**src/rtl/mux_scan_pkg.sv**
```systemverilog
// rtl/mux_scan_pkg.sv - shared state encoding and mode constants for the channel mux/scanner
package mux_scan_pkg;

  typedef enum logic [1:0] {
    IDLE = 2'd0,
    SCAN = 2'd1,
    FIN  = 2'd2
  } state_t;

  localparam logic MODE_MANUAL = 1'b0;
  localparam logic MODE_SCAN   = 1'b1;

endpackage

```
**src/rtl/mux_scan_pick.sv**
```systemverilog
// rtl/mux_scan_pick.sv - finds the next enabled channel at or above a start index
module mux_scan_pick
  import mux_scan_pkg::*;
#(
  parameter int NCH = 16,
  parameter int SW  = 4
) (
  input  logic [NCH-1:0] mask,
  input  logic [SW:0]    start_idx,
  output logic [SW-1:0]  idx,
  output logic           none
);

  // Walk from the top down so the lowest qualifying channel is the last one written.
  // start_idx is one bit wider than a channel index so "past the last channel" is representable.
  always_comb begin
    idx  = '0;
    none = 1'b1;
    for (int i = NCH - 1; i >= 0; i--) begin
      if (mask[i] && (i >= int'(start_idx))) begin
        idx  = SW'(i);
        none = 1'b0;
      end
    end
  end

endmodule

```
**src/rtl/mux_scan_seq.sv**
```systemverilog
// rtl/mux_scan_seq.sv - NCH:1 registered mux with manual select and masked auto-scan
module mux_scan_seq
  import mux_scan_pkg::*;
#(
  parameter int  NCH = 16,
  parameter int  DW  = 1,
  localparam int SW  = $clog2(NCH)
) (
  input  logic              clk,
  input  logic              rst,
  input  logic [NCH*DW-1:0] in,
  input  logic              mode,
  input  logic [SW-1:0]     sel,
  input  logic [NCH-1:0]    en_mask,
  input  logic              start,
  output logic [DW-1:0]     out_data,
  output logic [SW-1:0]     out_ch,
  output logic              out_valid,
  input  logic              out_ready,
  output logic              busy,
  output logic              done
);

  state_t         state, state_nx;
  logic [NCH-1:0] mask_r, mask_nx;
  logic [SW-1:0]  ptr, ptr_nx;
  logic           primed, primed_nx;
  logic [DW-1:0]  out_data_nx;
  logic [SW-1:0]  out_ch_nx;
  logic           out_valid_nx;

  logic           stalled;
  logic           xfer;
  logic [SW:0]    pick_base;
  logic [SW-1:0]  pick_idx;
  logic           pick_none;
  logic           advance;

  // Out-of-range indices (non-power-of-two NCH) read as zero instead of aliasing.
  function automatic logic [DW-1:0] chan_data(input logic [NCH*DW-1:0] bus,
                                              input logic [SW-1:0]     idx);
    logic [DW-1:0] d;
    d = '0;
    for (int k = 0; k < NCH; k++) begin
      if (idx == SW'(k)) d = bus[k*DW +: DW];
    end
    return d;
  endfunction

  assign stalled = out_valid & ~out_ready;
  assign xfer    = out_valid & out_ready;

  // Before the first scan word is loaded (primed=0) search from ptr itself, afterwards from ptr+1.
  assign pick_base = primed ? ({1'b0, ptr} + (SW+1)'(1)) : {1'b0, ptr};

  mux_scan_pick #(
    .NCH (NCH),
    .SW  (SW)
  ) u_pick (
    .mask      (mask_r),
    .start_idx (pick_base),
    .idx       (pick_idx),
    .none      (pick_none)
  );

  assign busy = (state == SCAN);
  assign done = (state == FIN);

  // State and datapath registers; reset wins over everything, including a stalled word.
  always_ff @(posedge clk) begin
    if (rst) begin
      state     <= IDLE;
      mask_r    <= '0;
      ptr       <= '0;
      primed    <= 1'b0;
      out_data  <= '0;
      out_ch    <= '0;
      out_valid <= 1'b0;
    end else begin
      state     <= state_nx;
      mask_r    <= mask_nx;
      ptr       <= ptr_nx;
      primed    <= primed_nx;
      out_data  <= out_data_nx;
      out_ch    <= out_ch_nx;
      out_valid <= out_valid_nx;
    end
  end

  // Next-state and output-register load decisions.
  always_comb begin
    state_nx     = state;
    mask_nx      = mask_r;
    ptr_nx       = ptr;
    primed_nx    = primed;
    out_data_nx  = out_data;
    out_ch_nx    = out_ch;
    out_valid_nx = out_valid;
    advance      = 1'b0;

    case (state)
      IDLE: begin
        if (mode == MODE_MANUAL) begin
          if (!stalled) begin
            out_data_nx  = chan_data(in, sel);
            out_ch_nx    = sel;
            out_valid_nx = 1'b1;
          end
        end else begin
          if (xfer) out_valid_nx = 1'b0;
          if (start) begin
            mask_nx   = en_mask;
            ptr_nx    = '0;
            primed_nx = 1'b0;
            state_nx  = SCAN;
          end
        end
      end

      SCAN: begin
        // First word waits only for a leftover manual word to drain; later words need a transfer.
        advance = primed ? xfer : !stalled;
        if (advance) begin
          if (pick_none) begin
            out_valid_nx = 1'b0;
            primed_nx    = 1'b0;
            state_nx     = FIN;
          end else begin
            out_data_nx  = chan_data(in, pick_idx);
            out_ch_nx    = pick_idx;
            out_valid_nx = 1'b1;
            ptr_nx       = pick_idx;
            primed_nx    = 1'b1;
          end
        end
      end

      FIN: begin
        state_nx = IDLE;
      end

      default: begin
        state_nx = IDLE;
      end
    endcase
  end

endmodule

```
**config.mk**
```make
export PLATFORM = sky130hd
export DESIGN_NAME = mux_scan_seq
export DESIGN_NICKNAME = d
export VERILOG_FILES = /design/src/rtl/mux_scan_pkg.sv /design/src/rtl/mux_scan_pick.sv /design/src/rtl/mux_scan_seq.sv
export SDC_FILE = /design/constraint.sdc
export NUM_CORES = 1
export LEC_CHECK = 0
export CAP_MARGIN = 10
export CORE_MARGIN = 5
export CORE_UTILIZATION = 45
export CTS_CLUSTER_DIAMETER = 80
export CTS_CLUSTER_SIZE = 25
export DETAILED_ROUTE_END_ITERATION = 8
export DONT_BUFFER_PORTS = 1
export GPL_ROUTABILITY_DRIVEN = 0
export PLACE_DENSITY = 0.71
export SETUP_SLACK_MARGIN = 0.5
export SLEW_MARGIN = 5
export SYNTH_ARGS = -nofsm -noshare
export SYNTH_HDL_FRONTEND = slang
export SYNTH_SLANG_ARGS = --single-unit
```
**constraint.sdc**
```tcl
create_clock -name clk -period 8.05 [get_ports clk]
set_input_delay 0.805 -clock clk [delete_from_list [all_inputs] [get_ports clk]]
set_output_delay 0.805 -clock clk [all_outputs]
set_load 0.01 [all_outputs]
```
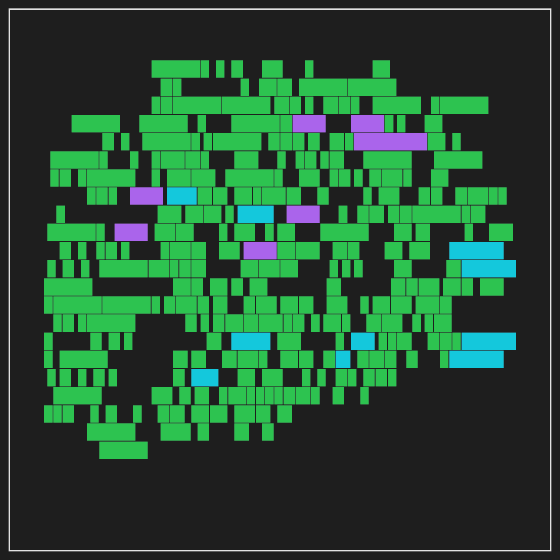
run_1/sizes.png
_0 and _1 cells -> green  # cells 284, share 94%
_2 cells -> cyan  # cells 10, share 3.3%
_6 and larger -> purple  # cells 7, share 2.3%

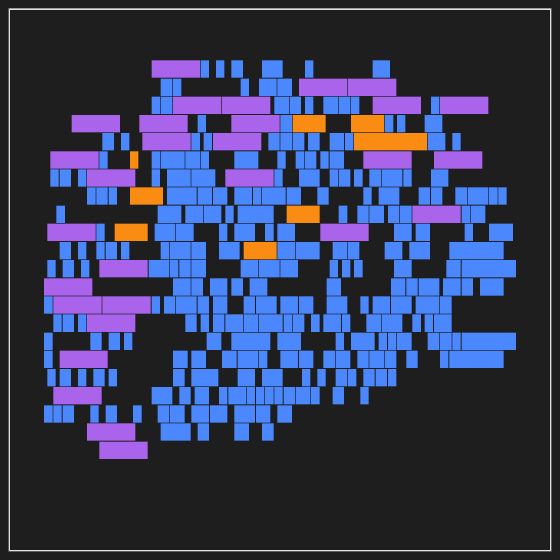
run_1/placement_by_type.png
clock drivers and dummy loads -> orange  # cells 8
sequential cells -> purple  # cells 29
combinational and other logic -> blue  # cells 264

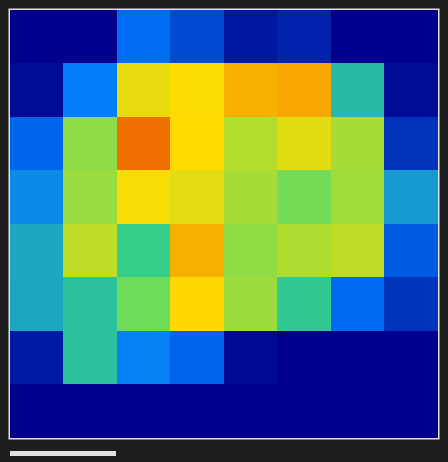
run_1/cell_density.png
The bar under the picture is 20 um long. The die is cut into 8 by 8 equal tiles; dark blue is low, red is high, 0 to 100% covered.
tiles over 75% full = 9.4%
emptiest ninth of the die = lower right
mean over tiles = 35%
final core utilization: 0.491
placeable core region: 0.00482 mm^2
Core Density at Floorplan: 0.470

==> impl_report.txt, run 1 <==
==== FLOW RESULTS ====
----------------------------------------------------
[Power]
  Power Combinational ........................ 0.123 mW
  Clock network fraction of total power ........................ 0.343
  Worst IR Drop VDD ........................ 0.000120 V
  Cell internal power dissipation ........................ 0.306 mW
  Sequential fraction of design power ........................ 0.384
  Top power group ........................ sequential cells
  Switching share of power ........................ 0.318

[Finish]
  Net count of the finished layout ........................ 342
  Most flop-heavy register ........................ mask_r
  Registers with the most flip-flops ........................ mask_r: 16 flops, out_ch: 4 flops, ptr: 4 flops

[Worst setup path]
  Reg2reg start ........................ ptr[0]
  Longest individual stage delay on the worst path ........................ 0.62 ns
  End of the worst register-to-register path ........................ out_data
  Kind of start point of the critical path ........................ flip-flop
  CP Buf/Inv Count ........................ 0
  Worst Path Class, Setup ........................ flip-flop to flip-flop
  Slowest CP cell ........................ sky130_fd_sc_hd__dfxtp_1

[STA]
  Final slew viol count ........................ 0
  Maximum frequency from static timing analysis ........................ 273 MHz

[Floorplanning]
  I/O Pins ........................ 49
  Overall die area ........................ 0.00655 mm^2

[Yosys]
  Number of enable-type register cells in the synthesized netlist ........................ 0
  Average footprint of a synthesized cell ........................ 7.26 um^2
  Share of synthesized cell area in and, or, nand and nor gates ........................ 0.310
  Instance count of the mapped netlist ........................ 312
  Post-synthesis cell type with the largest instance count ........................ sky130_fd_sc_hd__nand2_1

[Placement]
  Total of buffers placed on input and output ports ........................ 0

[Routing]
  Routed wl met3 ........................ 607 um
  Total routed wire length on the met1 layer ........................ 2530 um
  Vias ........................ 2250
  Detailed-route DRC error count ........................ 0

[Clock network]
  CTS tree ........................ yes
  Gates resized, CTS repair ........................ 0
  Clock Sink Count ........................ 29

[Status]
  Run status ........................ completed

[Run]
  Max Cap Violations ........................ 0

----------------------------------------------------
==> run 1: per-stage QoR <==
| stage | std cells | power (mW) | worst slack [ns] |
|---|---|---|---|
| floorplan | 312 | 0.278 | 5.11 |
| global placement | 360 | 0.295 | 4.51 |
| detailed placement | 360 | 0.296 | 4.45 |
| CTS | 368 | 0.451 | 4.40 |
| global route | 368 | 0.476 | 4.03 |
| finish | 368 | 0.448 | 4.39 |
==> run 1: cells in the final DEF (no fill, tap or decap), types with 3 or more instances in the layout <==
cell type and instances:
sky130_fd_sc_hd__o21a_1 3, sky130_fd_sc_hd__clkbuf_8 6, sky130_fd_sc_hd__and3b_1 4, sky130_fd_sc_hd__nand3_1 11
sky130_fd_sc_hd__nor2_1 30, sky130_fd_sc_hd__mux2i_1 9, sky130_fd_sc_hd__a211oi_1 7, sky130_fd_sc_hd__nand2_1 49
sky130_fd_sc_hd__and2_1 3, sky130_fd_sc_hd__o211ai_1 4, sky130_fd_sc_hd__nand3b_1 5, sky130_fd_sc_hd__nor2b_1 5
sky130_fd_sc_hd__or3_1 3, sky130_fd_sc_hd__a22oi_1 3, sky130_fd_sc_hd__a31oi_1 7, sky130_fd_sc_hd__mux4_2 4
sky130_fd_sc_hd__nor3_1 8, sky130_fd_sc_hd__o31ai_1 3, sky130_fd_sc_hd__o21ai_0 8, sky130_fd_sc_hd__nand4_1 3
sky130_fd_sc_hd__dfxtp_1 29, sky130_fd_sc_hd__nand2b_1 9, sky130_fd_sc_hd__a21oi_1 35, sky130_fd_sc_hd__inv_1 13
==> run 1: final cells by class <==
| type | count | area [um^2] |
|---|---|---|
| fill | 502 | 2450 |
| multi-input combinational | 251 | 1540 |
| sequential | 29 | 581 |
| clock buffer | 7 | 86.3 |
| tap | 67 | 83.8 |
| inverter | 13 | 48.8 |
| clock inverter | 1 | 30.0 |
run_1/metal_density.png
The bar under the picture is 20 um long. The die is cut into 16 by 16 equal tiles; dark blue is low, red is high, scaled to the fullest tile. Values are wire area over tile area, all layers added.
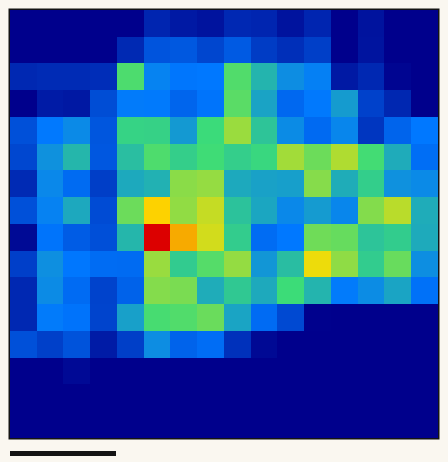

==> run 1 -> run 2 <==
Settings changed: PLACE_DENSITY 0.71 to 0.73.
Clock period 8.05 ns to 2.95 ns, I/O delays scaled along.
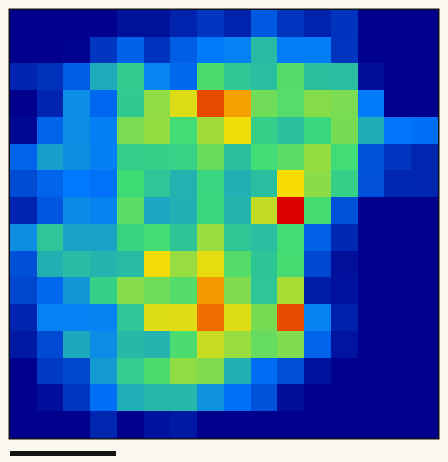
run_2/metal_density.png
The bar under the picture is 20 um long. The die is cut into 16 by 16 equal tiles; dark blue is low, red is high, scaled to the fullest tile. Values are wire area over tile area, all layers added.
fullest tile = 0.73
densest ninth of the die = centre
tiles over half the peak = 22%
nearly empty tiles = 24%
mean over tiles = 0.20

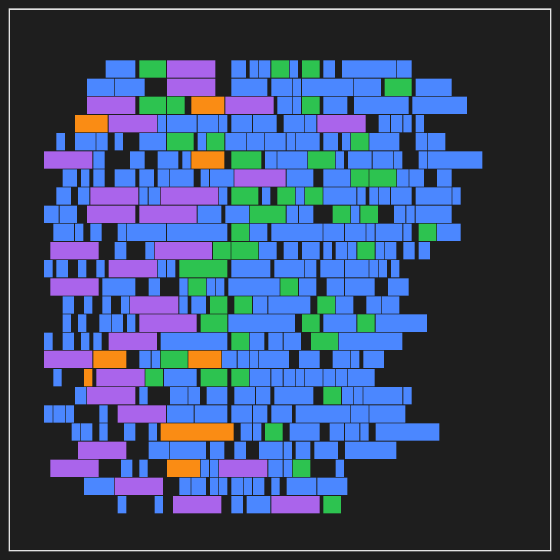
run_2/placement_by_type.png
sequential cells -> purple  # cells 29
combinational and other logic -> blue  # cells 264
clock drivers and dummy loads -> orange  # cells 8
remaining buffers and delay cells -> green  # cells 44

==> impl_report.txt, run 2 <==
==== FLOW RESULTS ====
----------------------------------------------------
[Status]
  Run status ........................ finished with violations
  Violations in the final reports ........................ setup timing

[Routing]
  Total routed wire length on the met1 layer ........................ 3130 um (+24%)
  Routed wl met3 ........................ 724 um (+19%)

[Floorplanning]
  Overall die area ........................ 0.00655 mm^2 (unchanged)
  I/O Pins ........................ 49 (unchanged)
  Placeable core region ........................ 0.00482 mm^2 (unchanged)
  Core Density at Floorplan ........................ 0.470 (unchanged)

[GRT]
  Total Routing Usage GR ........................ 0.215
  Global-route met3 utilization ........................ 0.0455

[Power]
  Sequential fraction of design power ........................ 0.307 (-0.077)
  Clock network fraction of total power ........................ 0.281 (-0.062)
  Switching share of power ........................ 0.348 (+0.0300)
  Worst IR Drop VDD ........................ 0.000461 V (+280%)
  Total power draw ........................ 1.52 mW (+240%)
  Cell internal power dissipation ........................ 0.992 mW (+220%)
  Power Combinational ........................ 0.627 mW (+410%)
  Top power group ........................ combinational cells

[Clock network]
  Clk buf depth ........................ 2
  CTS tree ........................ yes

[Yosys]
  Average footprint of a synthesized cell ........................ 7.26 um^2 (unchanged)
  Post-synthesis cell type with the largest instance count ........................ sky130_fd_sc_hd__nand2_1
  Number of enable-type register cells in the synthesized netlist ........................ 0 (unchanged)
  Tally of yosys warning messages ........................ 0
  Instance count of the mapped netlist ........................ 312 (unchanged)
  Yosys stat cell total ........................ 312
  Synthesis area per yosys ........................ 0.00226 mm^2

[Finish]
  Most numerous logic cell after layout ........................ sky130_fd_sc_hd__nand2_1
  Final Non-Filler Cells ........................ 412 (+12%)
  Most flop-heavy register ........................ mask_r
  Final core utilization ........................ 0.668 (+0.177)
  Registers with the most flip-flops ........................ mask_r: 16 flops, out_ch: 4 flops, ptr: 4 flops

[Worst setup path]
  CP Buf/Inv Count ........................ 0 (unchanged)
  Longest individual stage delay on the worst path ........................ 0.43 ns (-0.19 ns)
  Kind of start point of the critical path ........................ flip-flop
  Slowest CP cell ........................ sky130_fd_sc_hd__or3_4
  R2r worst-path depth ........................ 11

[Placement]
  Placed cell count ........................ 379 (+5.3%)
  DP Worst Slack ........................ -0.0584 ns (-4.51 ns)

[STA]
  Maximum frequency from static timing analysis ........................ 332 MHz (+22%)
  Final setup fails ........................ 1
  Final cycle utilization of the critical path ........................ 1.02
  PnR worst setup slack ........................ -0.0652 ns (-4.45 ns)
  Relative slew slack ........................ 0.601

----------------------------------------------------
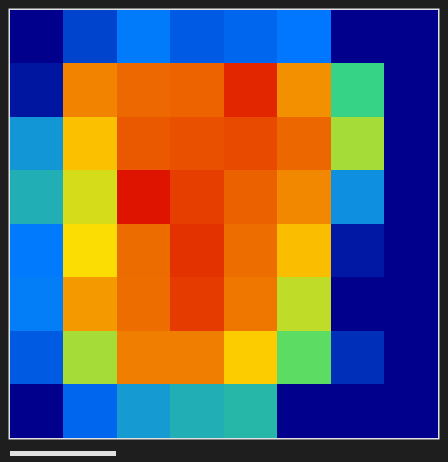
run_2/cell_density.png
The bar under the picture is 20 um long. The die is cut into 8 by 8 equal tiles; dark blue is low, red is high, 0 to 100% covered.
fullest tile = 98%
mean over tiles = 48%
nearly empty tiles = 22%
densest ninth of the die = centre
emptiest ninth of the die = lower right

==> run 2: netlist changes by cell type in the layout (fill, tap and decap cells not counted), moves of 5 or more <==
cell / before / now
sky130_fd_sc_hd__a211oi_1: 7 / 0
sky130_fd_sc_hd__a211oi_2: 0 / 7
sky130_fd_sc_hd__a21oi_1: 35 / 27
sky130_fd_sc_hd__a21oi_2: 0 / 7
sky130_fd_sc_hd__buf_4: 0 / 29
sky130_fd_sc_hd__buf_6: 0 / 12
sky130_fd_sc_hd__dfxtp_1: 29 / 24
sky130_fd_sc_hd__nor2_1: 30 / 24
==> run 2: final cells by class <==
class | instances | area [um^2]
Multi-Input combinational cell | 251 | 1970
Clock buffer | 7 | 86.3
Timing Repair Buffer | 44 | 400
Clock inverter | 1 | 30.0
Sequential cell | 29 | 597
Tap cell | 67 | 83.8
Inverter | 13 | 51.3
Fill cell | 373 | 1600
==> run 2: timing repair <==
action                                  CTS  global route
resized                                  32            74
endpoints found under the setup margin   10            13
buffers inserted                          7            18
pin swaps                                15            34
hold endpoints to repair                  0             0
==> run 2: cell families after synthesis <==
group / count (synthesis) / synth area share
adders and majority gates: 1 / 0.00552
AOI/OAI and AO/OA: 91 / 0.267
DFF: 29 / 0.256
and+or+nand+nor: 142 / 0.310
muxes: 14 / 0.0845
xor gates and xnor gates: 3 / 0.0116
buffers and inverters: 32 / 0.0646
==> run 2: path summary, 6_finish.rpt <==
check | start | to | slack (ns)
max reg2reg | ptr[0] | out_data | -0.07
max | ptr[0] | out_data | -0.07
min reg2reg | mask_r[6] | mask_r[6] | 0.46
min | rst | out_ch[0] | 0.07
run_2/congestion.png
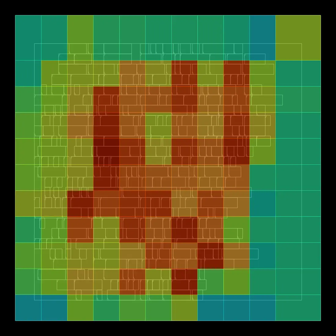

==> run 2 -> run 3 <==
Settings changed: CORE_ASPECT_RATIO from default to 0.6.
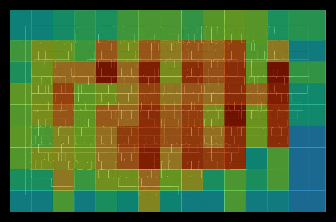
run_3/congestion.png
busiest metal layer after global routing: met1
GR Layer Usage met1: 0.340
final core utilization: 0.629

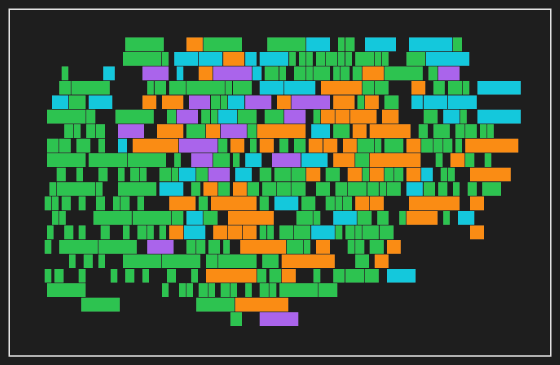
run_3/sizes.png
_3 and _4 cells -> orange  # cells 59, share 17%
_0 and _1 cells -> green  # cells 230, share 67%
_2 cells -> cyan  # cells 39, share 11%
_6 and larger -> purple  # cells 16, share 4.7%
buffer count excluding the clock tree in the final layout: 43
PnR worst setup slack: -0.0649 ns
post-route cell area: 0.00312 mm^2
area growth from synthesis to layout: 37.6%

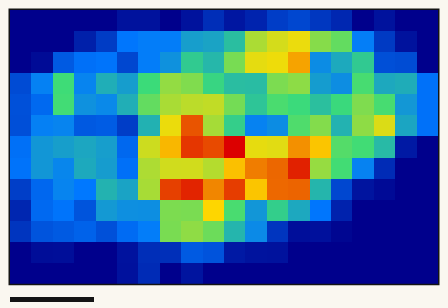
run_3/metal_density.png
The bar under the picture is 20 um long. The die is cut into 20 by 13 equal tiles; dark blue is low, red is high, scaled to the fullest tile. Values are wire area over tile area, all layers added.
densest ninth of the die = centre
tiles over half the peak = 26%
nearly empty tiles = 22%

==> impl_report.txt, run 3 <==
==== FLOW RESULTS ====
----------------------------------------------------
[Status]
  Run status ........................ finished with violations
  Violations in the final reports ........................ setup timing

[Yosys]
  Share of synthesized cell area in and, or, nand and nor gates ........................ 0.310 (unchanged)
  Adder Share, Synth ........................ 0.00552 (unchanged)
  Largest logic family ........................ simple AND/OR/NAND/NOR gates
  Xor/xnor share ........................ 0.0116 (unchanged)
  Number of enable-type register cells in the synthesized netlist ........................ 0 (unchanged)
  Synthesis area per yosys ........................ 0.00226 mm^2 (unchanged)
  Instance count of the mapped netlist ........................ 312 (unchanged)
  Post-synthesis cell type with the largest instance count ........................ sky130_fd_sc_hd__nand2_1

[Worst setup path]
  Slowest CP cell ........................ sky130_fd_sc_hd__dfxtp_1
  Longest individual stage delay on the worst path ........................ 0.52 ns (+0.09 ns)
  Reg2reg start ........................ ptr[3]

[Floorplanning]
  Core Density at Floorplan ........................ 0.457 (-0.0131)
  Placeable core region ........................ 0.00495 mm^2 (+2.9%)
  I/O Pins ........................ 49 (unchanged)

[Hold path]
  Hold Path End ........................ out_ch[2]

[STA]
  Maximum frequency from static timing analysis ........................ 332 MHz (about the same)
  PnR worst setup slack ........................ -0.0649 ns (+0.000271 ns)
  Final cycle utilization of the critical path ........................ 1.02 (about the same)
  Final setup fails ........................ 1 (unchanged)

[Power]
  Worst IR Drop VDD ........................ 0.000302 V (-34%)

----------------------------------------------------
run 3: where the power goes:
group          total [mW]  internal [mW]  switching (mW)
sequential          0.468          0.422          0.0462
clock               0.326          0.163           0.164
combinational       0.608          0.277           0.331
run 3: routing by layer:
metal,vias up,global-route usage,wire length [um]
li1,1200,-,-
met4,0,0.0431,169
met2,187,0.294,3540
met3,31,0.0796,1030
met1,1223,0.340,3710
met5,-,0,0
run 3: repair_timing:
action | 4_1_cts | 5_1_grt
setup buffers | 10 | 10
resized | 32 | 57
setup endpoints to repair | 10 | 13
pin swaps | 17 | 20
run 3: metrics by stage:
stage	setup slack [ns]	power, mW	setup TNS [ns]	instance area, um^2
6_report	-0.0649	1.40	-0.0649	3120
2_1_floorplan	0.197	0.764	0	2320
3_5_place_dp	-0.113	0.880	-0.113	2470
3_3_place_gp	0.0530	0.873	0	2470
4_1_cts	0.119	1.25	0	2790
5_1_grt	-0.104	1.47	-0.104	3120
run 3: worst max path at each step:
stage | startpoint | to | slack [ns] | cells after the start
finish | ptr[3] | out_data | -0.06 | 9
detailed placement | ptr[2] | out_data | -0.11 | 11
global route | ptr[0] | out_data | -0.10 | 11
floorplan | ptr[0] | out_data | 0.20 | 12
global placement | ptr[2] | out_data | 0.05 | 12
CTS | ptr[0] | out_data | 0.12 | 10
run 3: area by class of cell:
cell class / instances / area [um^2]
multi-input cells: 251 / 1900
fillers: 424 / 1840
flip-flops and latches: 29 / 596
repair buffers: 43 / 403
well taps: 66 / 82.6
clock buffers: 5 / 68.8
inverters: 13 / 52.6
clock inverters: 3 / 17.5
Power is estimated from default activity; no workload was simulated.
